**config.mk**
```make
export PLATFORM = sky130hd
export DESIGN_NAME = graphics_processor_flat
export DESIGN_NICKNAME = d
export VERILOG_FILES = /design/src/rtl/graphics_processor_if.sv /design/src/rtl/graphics_processor.sv /design/src/flat_wrapper.sv
export SDC_FILE = /design/constraint.sdc
export NUM_CORES = 1
export LEC_CHECK = 0
export CAP_MARGIN = 10
export CELL_PAD_IN_SITES_DETAIL_PLACEMENT = 1
export CELL_PAD_IN_SITES_GLOBAL_PLACEMENT = 2
export CORE_ASPECT_RATIO = 0.5
export CORE_MARGIN = 3
export CORE_UTILIZATION = 34
export CTS_CLUSTER_SIZE = 40
export DETAILED_ROUTE_END_ITERATION = 8
export GPL_ROUTABILITY_DRIVEN = 0
export GPL_TIMING_DRIVEN = 0
export PLACE_DENSITY_LB_ADDON = 0.08
export SETUP_SLACK_MARGIN = 0.1
export SYNTH_ARGS = -nofsm -noshare
export SYNTH_HDL_FRONTEND = slang
export SYNTH_SLANG_ARGS = --single-unit
```
**constraint.sdc**
```tcl
create_clock -name clk -period 4.12 [get_ports clk]
set_clock_uncertainty 0.1 [all_clocks]
set_input_delay 1.236 -clock clk [delete_from_list [all_inputs] [get_ports clk]]
set_output_delay 1.236 -clock clk [all_outputs]
set_load 0.005 [all_outputs]
```
**src/rtl/graphics_processor_if.sv**
```systemverilog
// Command / frame-buffer / image-ROM bundle for graphics_processor.
//   en, opcode, tl_x/tl_y, br_x/br_y, arg : command request from the initiator
//   finish                                : command complete (level)
//   vram_we, vram_addr, vram_data         : frame-buffer write port, one pixel per cycle
//   img_addr, img_data                    : image ROM read port (registered read, 1-cycle latency)
// master = initiator side (also models the ROM), slave = graphics_processor.
interface graphics_processor_if;
  logic        en;
  logic        opcode;
  logic [9:0]  tl_x;
  logic [8:0]  tl_y;
  logic [9:0]  br_x;
  logic [8:0]  br_y;
  logic [11:0] arg;
  logic        finish;
  logic        vram_we;
  logic [18:0] vram_addr;
  logic [11:0] vram_data;
  logic [18:0] img_addr;
  logic [11:0] img_data;

  modport master (
    output en, opcode, tl_x, tl_y, br_x, br_y, arg, img_data,
    input  finish, vram_we, vram_addr, vram_data, img_addr
  );

  modport slave (
    input  en, opcode, tl_x, tl_y, br_x, br_y, arg, img_data,
    output finish, vram_we, vram_addr, vram_data, img_addr
  );
endinterface

```
**src/rtl/graphics_processor.sv**
```systemverilog
// Rectangle fill / blit engine.
// Latches a command (opcode, corners, arg) when en is seen high in IDLE, clamps
// the corners to the screen, then walks the rectangle in raster order writing
// one pixel per cycle into the frame buffer:
//   opcode 0 : every pixel gets colour arg (RGB444)
//   opcode 1 : pixels copied from the image ROM starting at {arg,7'b0}
// finish stays high (gated by en) until the initiator drops en.
// Ports:
//   clk, rst_n : clock, asynchronous active-low reset
//   bus        : graphics_processor_if.slave (command, frame-buffer, image ROM)
module graphics_processor #(
  parameter int H_RES = 640,
  parameter int V_RES = 480
) (
  input logic                 clk,
  input logic                 rst_n,
  graphics_processor_if.slave bus
);

  typedef enum logic [2:0] {IDLE, FILL, BLIT_PRIME, BLIT, DONE} state_t;

  localparam logic [9:0]  X_MAX    = 10'(H_RES - 1);
  localparam logic [8:0]  Y_MAX    = 9'(V_RES - 1);
  localparam logic [18:0] ROW_STEP = 19'(H_RES);

  state_t      state;
  logic [9:0]  x_q, tl_x_q, br_x_q;
  logic [8:0]  y_q, br_y_q;
  logic [18:0] row_addr_q;   // address of (tl_x, y_q): base for the row wrap
  logic [18:0] addr_q;       // address of (x_q, y_q)
  logic [11:0] data_q;
  logic [18:0] img_addr_q;
  logic        we_q;
  logic        done_q;

  // Corner clamping and start address, evaluated only on the latch edge. The
  // constant multiply happens once per command, never per pixel.
  logic [9:0]  c_tl_x, c_br_x;
  logic [8:0]  c_tl_y, c_br_y;
  logic        empty;
  logic [18:0] start_addr;

  assign c_tl_x     = (bus.tl_x > X_MAX) ? X_MAX : bus.tl_x;
  assign c_br_x     = (bus.br_x > X_MAX) ? X_MAX : bus.br_x;
  assign c_tl_y     = (bus.tl_y > Y_MAX) ? Y_MAX : bus.tl_y;
  assign c_br_y     = (bus.br_y > Y_MAX) ? Y_MAX : bus.br_y;
  assign empty      = (c_tl_x > c_br_x) || (c_tl_y > c_br_y);
  assign start_addr = 19'(c_tl_y) * ROW_STEP + 19'(c_tl_x);

  // Raster step: next pixel along the row, or wrap to tl_x of the next row.
  logic [9:0]  nx_x;
  logic [8:0]  nx_y;
  logic [18:0] nx_row, nx_addr;
  logic        last_px, next_is_last;

  // NOTE: every always_comb output gets a default first so no path can
  // leave it unassigned and infer a latch.
  always_comb begin
    nx_x    = x_q + 10'd1;
    nx_y    = y_q;
    nx_row  = row_addr_q;
    nx_addr = addr_q + 19'd1;
    if (x_q == br_x_q) begin
      nx_x    = tl_x_q;
      nx_y    = y_q + 9'd1;
      nx_row  = row_addr_q + ROW_STEP;
      nx_addr = row_addr_q + ROW_STEP;
    end
  end

  assign last_px      = (x_q == br_x_q) && (y_q == br_y_q);
  // The ROM address leads the pixel by one; stop advancing it once the
  // address for the final pixel has been issued.
  assign next_is_last = (nx_x == br_x_q) && (nx_y == br_y_q);

  // NOTE: all state uses non-blocking assignments so every register samples
  // pre-edge values regardless of statement order. Datapath registers are
  // plain flops (no memories), so they are all reset to known values.
  always_ff @(posedge clk or negedge rst_n) begin
    if (!rst_n) begin
      state      <= IDLE;
      x_q        <= '0;
      y_q        <= '0;
      tl_x_q     <= '0;
      br_x_q     <= '0;
      br_y_q     <= '0;
      row_addr_q <= '0;
      addr_q     <= '0;
      data_q     <= '0;
      img_addr_q <= '0;
      we_q       <= 1'b0;
      done_q     <= 1'b0;
    end else begin
      case (state)
        IDLE: begin
          we_q   <= 1'b0;
          done_q <= 1'b0;
          if (bus.en) begin
            tl_x_q     <= c_tl_x;
            br_x_q     <= c_br_x;
            br_y_q     <= c_br_y;
            x_q        <= c_tl_x;
            y_q        <= c_tl_y;
            row_addr_q <= start_addr;
            addr_q     <= start_addr;
            if (empty) begin
              state  <= DONE;
              done_q <= 1'b1;
            end else if (!bus.opcode) begin
              state  <= FILL;
              we_q   <= 1'b1;
              data_q <= bus.arg;
            end else begin
              state      <= BLIT_PRIME;
              img_addr_q <= {bus.arg, 7'b0};
            end
          end
        end

        BLIT_PRIME: begin
          if (!bus.en) begin
            state <= IDLE;
          end else begin
            state <= BLIT;
            we_q  <= 1'b1;
            if (!last_px) img_addr_q <= img_addr_q + 19'd1;
          end
        end

        FILL, BLIT: begin
          if (!bus.en) begin
            state <= IDLE;
            we_q  <= 1'b0;
          end else if (last_px) begin
            state  <= DONE;
            we_q   <= 1'b0;
            done_q <= 1'b1;
          end else begin
            x_q        <= nx_x;
            y_q        <= nx_y;
            row_addr_q <= nx_row;
            addr_q     <= nx_addr;
            if (state == BLIT && !next_is_last) img_addr_q <= img_addr_q + 19'd1;
          end
        end

        DONE: begin
          if (!bus.en) begin
            state  <= IDLE;
            done_q <= 1'b0;
          end
        end

        default: state <= IDLE;
      endcase
    end
  end

  // Both the write strobe and finish are gated by en so an abort or an en drop
  // takes effect in the same cycle, not one edge later.
  assign bus.vram_we   = we_q & bus.en;
  assign bus.finish    = done_q & bus.en;
  assign bus.vram_addr = addr_q;
  // During BLIT the pixel comes straight from the ROM's output register.
  assign bus.vram_data = (state == BLIT) ? bus.img_data : data_q;
  assign bus.img_addr  = img_addr_q;

endmodule

```
**src/flat_wrapper.sv**
```systemverilog
// flat-port wrapper written by rule: the top's interface ports become plain ports
module graphics_processor_flat 
#(
  parameter int H_RES = 640,
  parameter int V_RES = 480
)
  (clk, rst_n, bus_en, bus_opcode, bus_tl_x, bus_tl_y, bus_br_x, bus_br_y, bus_arg, bus_img_data, bus_finish, bus_vram_we, bus_vram_addr, bus_vram_data, bus_img_addr);
  graphics_processor_if bus_i ();
  input logic clk;
  input logic rst_n;
  input wire logic [$bits(bus_i.en)-1:0] bus_en;
  input wire logic [$bits(bus_i.opcode)-1:0] bus_opcode;
  input wire logic [$bits(bus_i.tl_x)-1:0] bus_tl_x;
  input wire logic [$bits(bus_i.tl_y)-1:0] bus_tl_y;
  input wire logic [$bits(bus_i.br_x)-1:0] bus_br_x;
  input wire logic [$bits(bus_i.br_y)-1:0] bus_br_y;
  input wire logic [$bits(bus_i.arg)-1:0] bus_arg;
  input wire logic [$bits(bus_i.img_data)-1:0] bus_img_data;
  output wire logic [$bits(bus_i.finish)-1:0] bus_finish;
  output wire logic [$bits(bus_i.vram_we)-1:0] bus_vram_we;
  output wire logic [$bits(bus_i.vram_addr)-1:0] bus_vram_addr;
  output wire logic [$bits(bus_i.vram_data)-1:0] bus_vram_data;
  output wire logic [$bits(bus_i.img_addr)-1:0] bus_img_addr;
  assign bus_i.en = bus_en;
  assign bus_i.opcode = bus_opcode;
  assign bus_i.tl_x = bus_tl_x;
  assign bus_i.tl_y = bus_tl_y;
  assign bus_i.br_x = bus_br_x;
  assign bus_i.br_y = bus_br_y;
  assign bus_i.arg = bus_arg;
  assign bus_i.img_data = bus_img_data;
  assign bus_finish = bus_i.finish;
  assign bus_vram_we = bus_i.vram_we;
  assign bus_vram_addr = bus_i.vram_addr;
  assign bus_vram_data = bus_i.vram_data;
  assign bus_img_addr = bus_i.img_addr;
  graphics_processor #(.H_RES(H_RES), .V_RES(V_RES)) u_core (.clk(clk), .rst_n(rst_n), .bus(bus_i));
endmodule
```
==> qor.yml <==
drtPass1Iterations: 5
ys.flops: 122
r2r_end: "u_core.x_q[9]"
routed_via_density: 5.74
swShare: 0.406
placement_rows: 40
critical_path.slowest_cell: "clkdlybuf4s50_1"
ff_type: "dfrtp_1"
place_area_um2: 10400
yosys_warnings: 0
clockBufferDepth: 2
crit_family: "AND-OR/OR-AND gates"
clock_latency_ns: 0.44
hp-class: "flop to flop"
numCtsBuffers: 17
postSynthCellCount: 1037
power_mw: 6.84
maxCapViolCount: 0
cts_resized: 106
ant_nets: 0
hold_viol_final: 0
worstReg2RegStart: "u_core.y_q[2]"
outcome: "finished clean"
synth_area_per_cell_um2: 8.43
hold_start: "u_core.row_addr_q[6]"
cp.depth: 14
worstSetupEndpointType: "flop"
die_h_um: 119
cp_cell_sequence: "clkdlybuf4s50_1, nand2b_4, ha_4, ha_4, fa_2, a21o_1, a21oi_4, o21bai_1, a21o_1, xnor2_2, xnor2_1, and2_4, a2111oi_4, nor3_2"
synthToLayoutAreaGrowth_pct: 34.6
r2r_cells: 8
routed_wl_um: 35000
pwr-share-comb: 0.452
crit_fanout: 4
pg_clk_mw: 1.53
seqPwrFrac: 0.324
clockPowerShare: 0.224
slowest_delay_ns: 0.40
fmax_mhz: 256
utilization: 0.478
ir_worst_vdd_v: 0.000214
syn_area_um2: 8740
grt_setup_unrepaired: "no"
synth_top_area_share: 0.349
period_needed_ns: 3.91
critPathKind: "primary input to flop"
ys_area_um2: 8740
==> per-stage QoR <==
stage	worst slack (ns)	hold slack, ns	std cells
floorplan	0.0865	0.350	1037
global placement	-3.75	0.379	1490
detailed placement	-1.73	0.391	1491
CTS	0.104	0.403	1546
global route	0.0354	0.434	1558
finish	0.211	0.401	1558
==> cell usage in the layout (no fill, tap or decap), drive strengths merged, types with 10 or more instances in the layout <==
cell type and count:
xor2 25, clkdlybuf4s50 99, nor4 11, a31oi 13
xnor2 34, a211o 11, buf 51, nor2b 17
nor2 111, o21a 17, dfrtp 122, clkbuf 62
nand2 109, nand4 21, and2 10, inv 29
and3 15, or3 11, nand2b 11, nor3 27
a21oi 72, o211ai 15, a21o 12, nand3 35
mux2 29, ha 41, o21ai 95
==> routing by layer <==
| layer | routed length [um] | global-route usage | vias to the layer above |
|---|---|---|---|
| li1 | - | - | 4111 |
| met1 | 16300 | 0.346 | 4521 |
| met2 | 16000 | 0.401 | 255 |
| met3 | 1850 | 0.0490 | 52 |
| met4 | 809 | 0.0849 | 0 |
| met5 | 0 | 0 | - |
==> cells by family (layout without fill, tap and decap cells) <==
logic type                 Yosys count  in the layout  share of synthesized area
and+or+nand+nor                    398            398                      0.221
AOI/OAI and AO/OA                  299            299                      0.220
DFF                                122            122                      0.349
buffers and inverters               83            268                     0.0401
xor gates and xnor gates            60             60                     0.0660
adders and majority gates           43             43                     0.0633
muxes                               32             32                     0.0408
==> area by class of cell <==
type	instances	area, um^2
inverters	30	113
plain buffers	53	274
multi-input cells	832	5820
well taps	336	420
repair buffers	154	1500
clock buffers	17	425
clock inverters	14	156
fillers	2845	12900
flip-flops and latches	122	3050
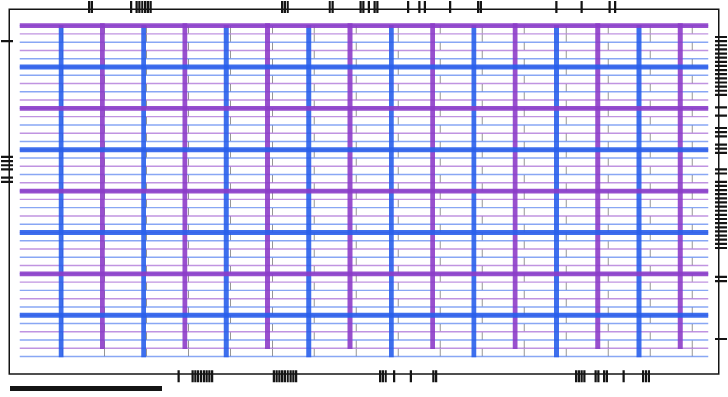
*Power grid*
Bar = 50 um. Pins as bars on the die edge. Tap cells in grey.
Key: purple = VDD; blue = VSS
The core has 40 rows. 118 signal pins sit on the boundary.

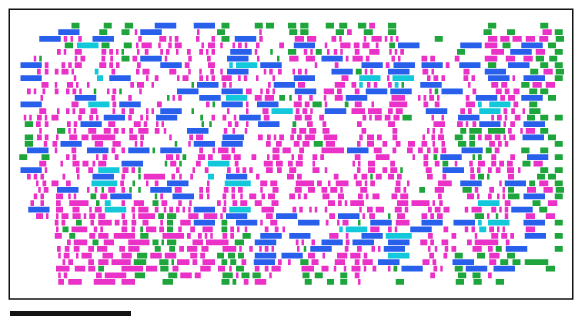
*Cell classes on the final placement*
Bar = 50 um.
Key: cyan = clock drivers and dummy loads [cells 31, share of their area 5.1%]; green = remaining buffers and delay cells [cells 207, share of their area 16%]; magenta = combinational and other logic [cells 862, share of their area 52%]; blue = sequential cells [cells 122, share of their area 27%]

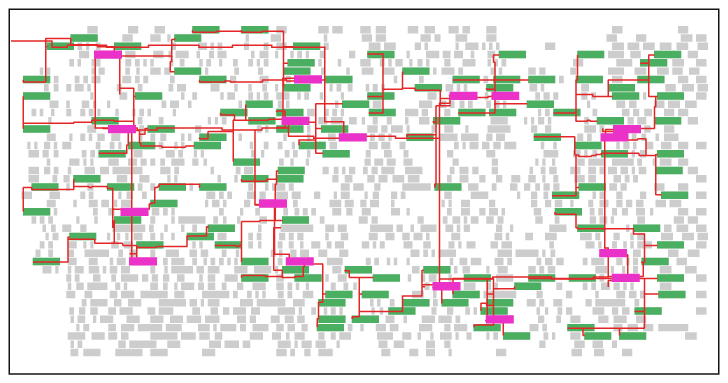
*Routed clock nets over the placement*
Key: red = clock wires [length 2,120 um]; magenta = clock drivers [count 17]; green = flip-flops [count 122]
Position of the flops: all over the die.

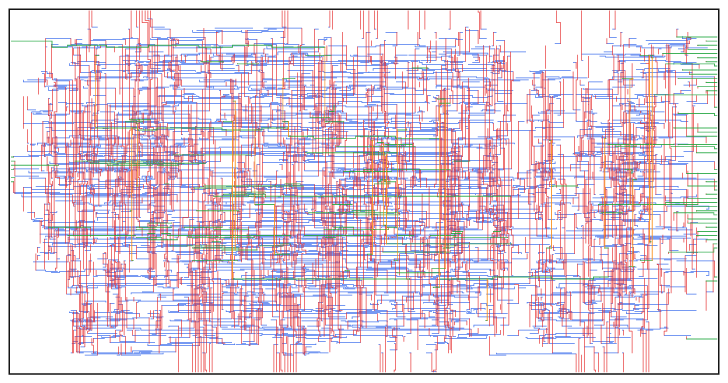
*Wiring by layer*
Key: red = metal 2 [wire length 16,000 um]; blue = metal 1 [wire length 16,300 um]; orange = metal 4 [wire length 809 um]; green = metal 3 [wire length 1,850 um]

Power is estimated from default activity; no workload was simulated.
